Fig. 1: metal 1
The bar under the picture is 20 µm long.
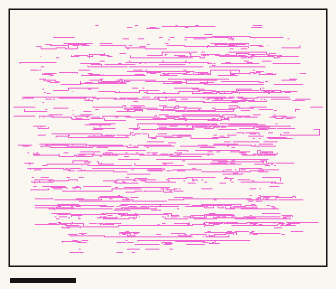
Fig. 2: pin map
The bar under the picture is 20 µm long. Pins as bars across the die edge, other pins in grey.
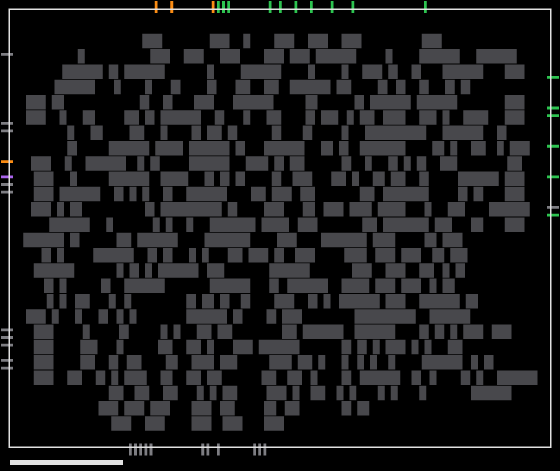
Fig. 3: close-up of the layout
The bar under the picture is 20 µm long. Region (23, 28) to (73, 78) µm. Cells in grey, sequential cells in the stronger grey; small squares are vias.
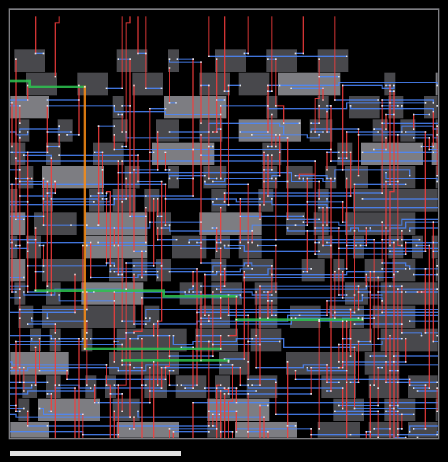
Fig. 4: where the registers sit
The bar under the picture is 20 µm long. Other sequential cells in the stronger grey, the rest of the logic in the fainter grey.
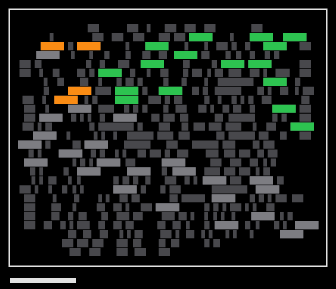
Fig. 5: clock nets
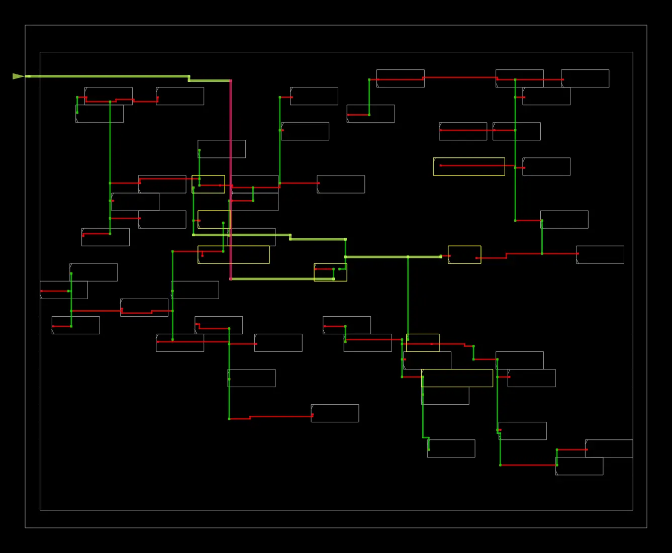
==> config.mk <==
export PLATFORM = sky130hd
export DESIGN_NAME = lzd_normalizer
export DESIGN_NICKNAME = d
export VERILOG_FILES = /design/src/rtl/lzd_normalizer.sv
export SDC_FILE = /design/constraint.sdc
export NUM_CORES = 1
export LEC_CHECK = 0
export CAP_MARGIN = 25
export CELL_PAD_IN_SITES_DETAIL_PLACEMENT = 1
export CELL_PAD_IN_SITES_GLOBAL_PLACEMENT = 1
export CORE_ASPECT_RATIO = 0.8
export CORE_MARGIN = 2
export CORE_UTILIZATION = 35
export CTS_BUF_LIST = sky130_fd_sc_hd__clkbuf_8
export CTS_CLUSTER_DIAMETER = 120
export CTS_CLUSTER_SIZE = 14
export DETAILED_ROUTE_END_ITERATION = 8
export PLACE_DENSITY_LB_ADDON = 0.1
export SYNTH_ARGS = -nofsm -noshare
export SYNTH_HDL_FRONTEND = slang
export SYNTH_SLANG_ARGS = --single-unit
==> constraint.sdc <==
create_clock -name clock -period 2.09 [get_ports clock]
set_input_delay 0.3135 -clock clock [delete_from_list [all_inputs] [get_ports clock]]
set_output_delay 0.3135 -clock clock [all_outputs]
set_load 0.01 [all_outputs]
==> changes_impl.md <==
## Implementation

* Inverter count at 7
* Utilization after layout at 49.0%
* Max power group: registers
* CP max stage delay at 0.54 ns
* CTS-repair resized insts at 0
* Yosys top cell by area: dfxtp_1
* Most instantiated cells after synthesis: 44 x dfxtp_1, 43 x nand2_1, 42 x a21oi_1
* Mi-comb count at 214
* Worst-path cell chain: clkdlybuf4s50_1 > or4_4 > buf_4 > nor4_1 > nor3b_1 > o32a_1 > a21oi_1
* Placed Instances at 421
* Share of layout cells above drive strength 1 at 15.9%
* Critical path class: input port to register
* Min Hold Slack at 0.465 ns
* Vias/cell at 5.27
* Hold_buf cts at 0
* Fmax at 0.517 GHz
* CP Capture Type: register
* Netlist cell types at 45
* Worst-path clk slew at 0.08 ns
* Drt pass-1 iters at 4
* Dpl hpwl at 5.25 mm
* Arrival time worst endpoint at 2.16 ns
* Setup_tns at 0 ns
* Leakage power at 1.15 nW
* Worst Hold Class: register to register
* Final Hold Vio Count at 0
* Routed met1 length at 3.71 mm
* Comb/total area at 42.4%
* Pwr Total at 2.21 mW
* Ys cells at 288
* PnR worst setup slack at 0.155 ns
* Seq pwr share at 41.6%
* Tot GR Track Use at 20.1%
* Num CTS Buffers at 5
* Number of clock buffers in the layout at 5
* Syn-to-layout area delta at 33.9%
* Clock sink count at 44
* Finished Layout Cells at 429
* Largest class: logic gates
* P_int at 1.68 mW
* DR top layer: met4
* Final setup vio count at 0
* Sequential area share after synthesis at 37.2%
* Antenna violations before repair at 0
* Post-Layout Inst Area at 3170 µm²
* Logic area at 1340 µm²
* Max Buffers Root-to-Sink at 2
* Least-Margin Pin Slew at 0.502 ns
* Root buf cell: clkbuf_8
* NumNets Final at 364
* Met3 Use GR at 3.79%
* Synthesized area at 2370 µm²
* Synth top area share at 37.2%
* Worst EP required at 2.32 ns
* # Max-Cap Violations at 0
* Clock group share of total power at 40.5%
* Worst VDD drop at 0.282 mV
* Global placement routability congestion at 0.857
* Power share of the combinational group at 17.9%
* Place WS at -0.131 ns
* Most common cell in the synthesized netlist: dfxtp_1
* MUX share of area at 16.1%
* Post-synth net total at 308
* Clock Power at 0.895 mW
* Synth top area cells: dfxtp_1 37%, a21oi_1 8.9%, mux2i_1 8.0%
* Row count at 26
* First-pass GRT wire length at 11.7 mm
* CTS tree: done
* Reg2reg setup slack at 0.26 ns
* Vias in the first global route at 2,252
* Fill cells at 796
* Simple share at 21.5%
* Non-clk bufs at 72
* Logic power comb at 0.396 mW
* Yosys xor share at 0%
* Pwr/cell area at 696 nW/µm²
* Crit Path Max Fanout at 2
* Detail Route met2 WL at 3.00 mm
* DRT iter0 DRCs at 94
* WP buf/inv at 2
* Largest net degree at the start of global routing at 36
* OpenROAD warnings at 26
* Postcts setup bufs at 0
* # diodes at 0
* Outcome: finished, final reports clean
* Slew margin rel. at 66.2%
* Slowest cell on crit path: or4_4
* Wirelength per Cell at 16.2 µm
* Met2 Usage GRT at 28.6%
* CP top delay family: simple AND/OR/NAND/NOR gates
* Most Crowded Layer GR: met1
* R2r worst-path depth at 6
* Die ar. at 7450 µm²
* Critical Path Stages at 7
* Hold depth at 2
* Dominant kind of combinational cell: simple AND/OR/NAND/NOR gates
* Mapped Avg Cell Area at 8.23 µm²
* Yosys chip area at 2370 µm²
* Placed cell area at 3010 µm²
* DRC viols at 0
* Synth warnings at 0
* Tapcell count at 84
* Sw Share at 24.1%
* Post-synth EDFFs at 0
* Clock buf/inv share at 5.01%
* Post-DRT Antenna Nets at 0
* Max-slew violations at 0
* Synth async-reset ratio at 0%
* Dominant Register Cell: dfxtp_1
* I/O Pins at 43
* Routed length on met3 at 200 µm
Notes on Fig. 1 above:
The layer holds 53% of the routed length. The layer carries 3,710 µm of wire. The wires run mostly horizontal.
met1 Resource Use GR: 31.6%
final wirelength: 6.94 mm
DR vias: 2,260

Notes on Fig. 2 above:
Key: green = `out_mant` [pins 16, direction output, edge 10 north, 6 east]; purple = `in_ready` [pins 1, direction output, edge west]; orange = `out_exp` [pins 4, direction output, edge 3 north, 1 west]
All pins by edge: 13 north, 12 west, 11 south, 7 east.
die y size: 77.6 µm
IO buf count: 42
Die W: 96.0 µm

Notes on Fig. 3 above:
Key: blue = met1; orange = met4; red = met2; green = met3
Sequential cells in the window: 17. 135 logic cells have their middle in the window. Most frequent: dfxtp_1 (17), a21oi_1 (16), mux2i_1 (14).

Notes on Fig. 4 above:
Key: orange = `out_exp` [flops 4, where north-west]; green = `out_mant` [flops 16]
FF/Latch Area: 881 µm²
Seq. pwr: 0.918 mW
Seq/total area: 27.8%

Notes on Fig. 5 above:
flop count: 44
Clock Skews: 0.00568 ns

Power figures rest on the tool's default switching activity, not on a simulated workload.
